[config.mk]
export PLATFORM = sky130hd
export DESIGN_NAME = id_reveal
export DESIGN_NICKNAME = d
export VERILOG_FILES = /design/src/rtl/id_reveal.sv
export SDC_FILE = /design/constraint.sdc
export NUM_CORES = 1
export LEC_CHECK = 0
export CORE_AREA = 8 8 83 78
export DETAILED_ROUTE_END_ITERATION = 7
export DIE_AREA = 0 0 91 86
export GPL_TIMING_DRIVEN = 0
export PLACE_DENSITY = 0.51
export SLEW_MARGIN = 20
export SYNTH_ARGS = -nofsm -noshare
export SYNTH_HDL_FRONTEND = slang
export SYNTH_SLANG_ARGS = --single-unit
[constraint.sdc]
create_clock -name clk -period 4.23 [get_ports clk]
set_clock_uncertainty 0.05 [all_clocks]
set_input_delay 0.6345 -clock clk [delete_from_list [all_inputs] [get_ports clk]]
set_output_delay 0.6345 -clock clk [all_outputs]
set_load 0.02 [all_outputs]
[src/rtl/id_reveal.sv]
// Eight-digit multiplexed 7-segment scanner that reveals a fixed hex ID
// one digit at a time, left to right, then holds the full ID on display.
module id_reveal #(
  parameter int          SCAN_DIV      = 50000,
  parameter int          REVEAL_FRAMES = 250,
  parameter logic [31:0] ID_DIGITS     = 32'h20220809
) (
  input  logic       clk,
  input  logic       rst,
  output logic [7:0] led,
  output logic [2:0] del
);

  localparam int CW = (SCAN_DIV > 1) ? $clog2(SCAN_DIV) : 1;
  localparam int FW = (REVEAL_FRAMES > 1) ? $clog2(REVEAL_FRAMES) : 1;

  localparam logic [CW-1:0] CNT_MAX = CW'(SCAN_DIV - 1);
  localparam logic [FW-1:0] FRM_MAX = FW'(REVEAL_FRAMES - 1);

  logic [CW-1:0] cnt_q, cnt_d;
  logic [2:0]    del_q, del_d;
  logic [FW-1:0] frm_q, frm_d;
  logic [3:0]    rev_q, rev_d;

  logic          tick;
  logic          frame_end;
  logic [3:0]    nib;
  logic [6:0]    seg;
  logic [4:0]    sh;

  // Prescaler, digit index, frame counter and reveal count next-state.
  always_comb begin
    cnt_d     = cnt_q + 1'b1;
    del_d     = del_q;
    frm_d     = frm_q;
    rev_d     = rev_q;
    tick      = (cnt_q == CNT_MAX);
    frame_end = 1'b0;
    if (tick) begin
      cnt_d = '0;
      del_d = del_q + 3'd1;
      if (del_q == 3'd7) begin
        if (frm_q == FRM_MAX) begin
          frm_d     = '0;
          frame_end = 1'b1;
        end else begin
          frm_d = frm_q + 1'b1;
        end
      end
    end
    if (frame_end && (rev_q != 4'd8)) begin
      rev_d = rev_q + 4'd1;
    end
  end

  // State registers, cleared asynchronously by rst.
  always_ff @(posedge clk or posedge rst) begin
    if (rst) begin
      cnt_q <= '0;
      del_q <= '0;
      frm_q <= '0;
      rev_q <= '0;
    end else begin
      cnt_q <= cnt_d;
      del_q <= del_d;
      frm_q <= frm_d;
      rev_q <= rev_d;
    end
  end

  // Segment decode of the current digit; hidden digits stay dark.
  always_comb begin
    sh  = {~del_q, 2'b00};
    nib = ID_DIGITS[sh +: 4];
    seg = 7'h00;
    unique case (nib)
      4'h0: seg = 7'h3F;
      4'h1: seg = 7'h06;
      4'h2: seg = 7'h5B;
      4'h3: seg = 7'h4F;
      4'h4: seg = 7'h66;
      4'h5: seg = 7'h6D;
      4'h6: seg = 7'h7D;
      4'h7: seg = 7'h07;
      4'h8: seg = 7'h7F;
      4'h9: seg = 7'h6F;
      4'hA: seg = 7'h77;
      4'hB: seg = 7'h7C;
      4'hC: seg = 7'h39;
      4'hD: seg = 7'h5E;
      4'hE: seg = 7'h79;
      4'hF: seg = 7'h71;
    endcase
    led = 8'h00;
    if ({1'b0, del_q} < rev_q) begin
      led = {1'b0, seg};
    end
  end

  assign del = del_q;

endmodule

Run 1, a small window of the routed layout:
Region (10, 52) to (35, 77) um. Cells in grey, sequential cells in the stronger grey; small squares are vias.
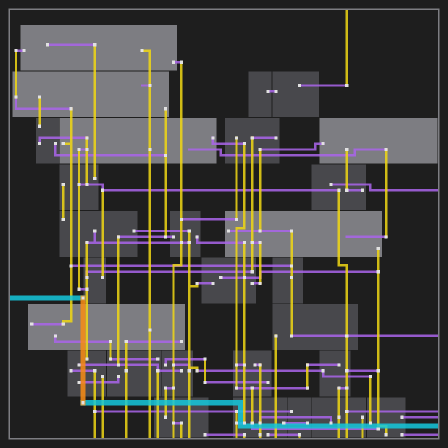
orange -> metal 4
cyan -> metal 3
purple -> metal 1
yellow -> metal 2
sequential cells in the window = 6
cells with their middle in the window = 28
most frequent = dfrtp_1 (6), xor2_1 (4), nand3_1 (3)
netlist names of flops here include = cnt_q (5), del (1)

Run 1, placement by cell class:
(4 px per um)
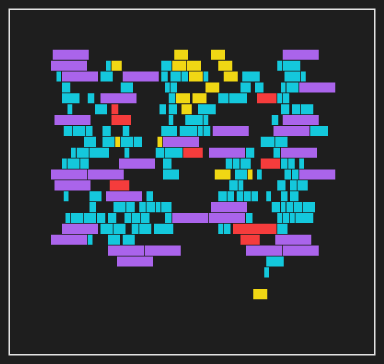
purple -> flops  # cells 31, share of their area 40%
yellow -> other buffers and delay cells  # cells 17, share of their area 7.6%
cyan -> combinational and other logic  # cells 134, share of their area 46%
red -> clock drivers and dummy loads  # cells 8, share of their area 6.1%

Run 1, M1 wires:
(4 px per um)
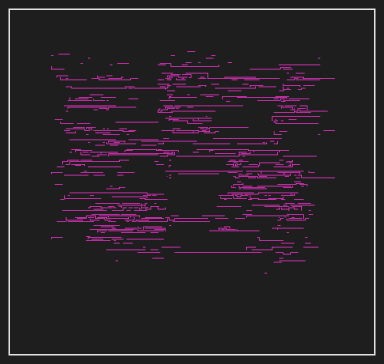
longest straight run = 21.6 um
share of all routed wire = 49%
wire length on this layer = 1720 um

Run 1, sizing map:
(4 px per um)
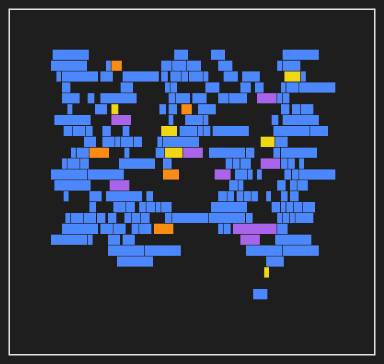
yellow -> _2 cells  # cells 6, share 3.2%
blue -> _0 and _1 cells  # cells 171, share 90%
purple -> _6 and larger  # cells 8, share 4.2%
orange -> _3 and _4 cells  # cells 5, share 2.6%

==> run 1: area by class of cell <==
cell class / instances / area share
Buffer: 6 / 0.0186
Multi-Input combinational cell: 124 / 0.425
Clock buffer: 6 / 0.0409
Clock inverter: 2 / 0.0173
Tap cell: 67 / 0.0415
Timing Repair Buffer: 11 / 0.0545
Inverter: 10 / 0.0186
Sequential cell: 31 / 0.384
==> run 1: routing by layer <==
layer	part of all wire	up-vias
met3	0.026	4
met2	0.48	10
met4	0.0071	0
met5	0	-
li1	-	644
met1	0.49	645
==> run 1: worst min path at each step <==
stage | startpoint | to | slack (ns) | depth (start not counted)
2_1_floorplan | frm_q[6] | frm_q[6] | 0.38 | 1
3_3_place_gp | frm_q[6] | frm_q[6] | 0.40 | 1
3_5_place_dp | frm_q[6] | frm_q[6] | 0.40 | 1
4_1_cts | frm_q[6] | frm_q[6] | 0.42 | 1
5_1_grt | frm_q[7] | frm_q[7] | 0.45 | 1
6_report | frm_q[6] | frm_q[6] | 0.42 | 1
==> run 1: synth_stat cells, types with 2 or more instances <==
| cell | instances |
|---|---|
| xnor2_1 | 8 |
| nand2_1 | 10 |
| o21ai_1 | 4 |
| and4_1 | 5 |
| nor2_1 | 7 |
| or3_1 | 3 |
| nand4_1 | 8 |
| o31ai_1 | 2 |
| nand3_1 | 10 |
| buf_4 | 2 |
| or4b_4 | 2 |
| o21ai_0 | 10 |
| a22oi_1 | 2 |
| inv_1 | 10 |
| clkbuf_1 | 3 |
| a21o_1 | 2 |
| a21oi_1 | 9 |
| and2_1 | 4 |
| nor4_1 | 2 |
| ha_1 | 10 |
| mux2_2 | 2 |
| xor2_1 | 8 |
| and3_1 | 4 |
| dfrtp_1 | 31 |
==> run 1: state kept, by name (all words and copies together), names as in the netlist <==
name   flops
frm_q      8
rev_q      4
del        3
cnt_q     16
==> flow_summary.yaml, run 1 <==
# physical design summary
run_status:
  status: "finished clean"
pwr:
  p_int_w: 0.000488
  fin_total_pwr_w: 0.000606
  p_clk_frac: 0.497
  clk-power_w: 0.000301
  comb_power_w: 0.00000809
sta:
  finalHoldViolCount: 0
  fmax_mhz: 319
  timing.final.ws_setup_ns: 1.10
  grt_setup_unrepaired: "false"
global_routing:
  grt_max_degree: 32
  grt.total_usage: 0.0954
  antenna_found_initial: 0
  grt_overflow_total: 0
  grt_first_pass_wirelength_um: 6120
setup_path:
  critical_path_class: "reg2out"
  cp_top_family: "buffers and inverters"
  cp_num_cells: 7
  worstPathArrival_ns: 2.45
  rr_endpoint: "rev_q[2]"
  endpoint: "led[3]"
  r2r_slack_ns: 1.80
  rr_worst_depth: 6
yosys:
  synth.distinct_cells: 37
  synthesis.area_sq_mm: 0.00171
  top_cells_by_area: "dfrtp_1, ha_1, xnor2_1"
  ys_seq_share: 0.454
place:
  portBuffers: 11
  place_area_sq_mm: 0.00190
die:
  fp_util: 0.337
  rows: 25
job:
  openroad.warnings: 29
layout:
  post-route-util: 0.399
  lay_top_count: "dfrtp_1"
routing:
  firstDrtPassIters: 4
==> run 1 -> run 2 <==
--- a/config.mk
+++ b/config.mk
@@ -9,7 +9,7 @@
 export DETAILED_ROUTE_END_ITERATION = 7
 export DIE_AREA = 0 0 91 86
 export GPL_TIMING_DRIVEN = 0
-export PLACE_DENSITY = 0.51
+export PLACE_DENSITY = 0.53
 export SLEW_MARGIN = 20
 export SYNTH_ARGS = -nofsm -noshare
 export SYNTH_HDL_FRONTEND = slang
==> constraint.sdc (replaced) <==
create_clock -name clk -period 2.69 [get_ports clk]
set_clock_uncertainty 0.05 [all_clocks]
set_input_delay 0.4035 -clock clk [delete_from_list [all_inputs] [get_ports clk]]
set_output_delay 0.4035 -clock clk [all_outputs]
set_load 0.02 [all_outputs]
Run 2, placement by cell class:
(4 px per um)
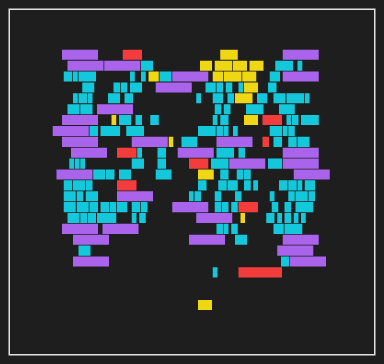
red -> clock drivers and dummy loads  # cells 8, share of their area 6.0%
yellow -> other buffers and delay cells  # cells 17, share of their area 8.0%
cyan -> combinational and other logic  # cells 134, share of their area 46%
purple -> flops  # cells 31, share of their area 40%

==> flow_summary.yaml, run 2 <==
# physical design summary
global_routing:
  grt_first_pass_wirelength_um: 6290
  grt.total_usage: 0.0986
  grt_max_degree: 32
setup_path:
  worstPathArrival_ns: 2.08
  rr_endpoint: "frm_q[2]"
  critical_path_class: "reg2out"
  endpoint: "led[1]"
  r2r_slack_ns: 0.30
  rr_worst_depth: 6
job:
  openroad.warnings: 29
yosys:
  synth.distinct_cells: 37
  top_cells_by_area: "dfrtp_1, ha_1, xnor2_1"
  synthesis.area_sq_mm: 0.00171
  top_cell: "dfrtp_1"
run_status:
  status: "finished clean"
sta:
  finalHoldViolCount: 0
layout:
  largest_register_ff_count: 16
  largest_register: "cnt_q"
  reg_top3: "cnt_q x16, frm_q x8, rev_q x4"
worst_hold_path:
  hold-path-cell-count: 1
  holdPathEnd: "frm_q[6]"
routing:
  firstDrtPassIters: 4
run 2: power by group:
part	internal (W)	switching, W	leakage [nW]
clock network	0.000299	0.000179	0.0612
registers	0.000466	0	0.419
logic	0.00000237	0.0000105	0.465
run 2: cells by family after synthesis:
group | Yosys count | synth area share
XOR/XNOR | 16 | 0.0820
buffers and inverters | 16 | 0.0439
other | 1 | 0.00219
adder cells (fa/ha/maj) | 10 | 0.0732
AND/OR/NAND/NOR | 64 | 0.230
AND-OR/OR-AND | 31 | 0.102
multiplexers | 2 | 0.0132
flip-flops | 31 | 0.454
run 2: metrics by stage:
stage,hold slack [ns],area (sq um),setup WS (ns)
final,0.419,2030,0.152
after global routing,0.460,2030,0.0269
after CTS,0.421,2020,0.00610
after detailed placement,0.409,1900,0.136
after global placement,0.403,1900,0.163
after floorplan,0.381,1710,0.393
run 2: repair_timing:
item | 4_1_cts | 5_1_grt
buffers inserted | 0 | 0
pin swaps | 0 | 0
gates resized | 2 | 5
setup endpoints to repair | 2 | 5
run 2: layout make-up:
class	count	area, sq um
Multi-Input combinational cell	124	858
Timing Repair Buffer	11	119
Clock buffer	6	82.6
Fill cell	530	3040
Buffer	6	37.5
Tap cell	67	83.8
Inverter	10	37.5
Sequential cell	31	776
Clock inverter	2	35.0
run 2: layer usage:
metal	routed length (um)	vias up	share of wire	GRT usage
li1	-	642	-	-
met1	1600	638	0.46	0.111
met2	1710	6	0.50	0.169
met3	87	8	0.025	0.0314
met4	61	0	0.018	0.0401
met5	0	-	0	0
run 2: worst register-to-register path, cell delays in order, from the launching register on:
cell and delay (ns):
dfrtp_1 0.49, ha_1 0.23, ha_1 0.31, nand4_1 0.15, nor4_1 0.67, nand2_1 0.17, o31ai_1 0.22
Power and IR drop assume default switching activity.
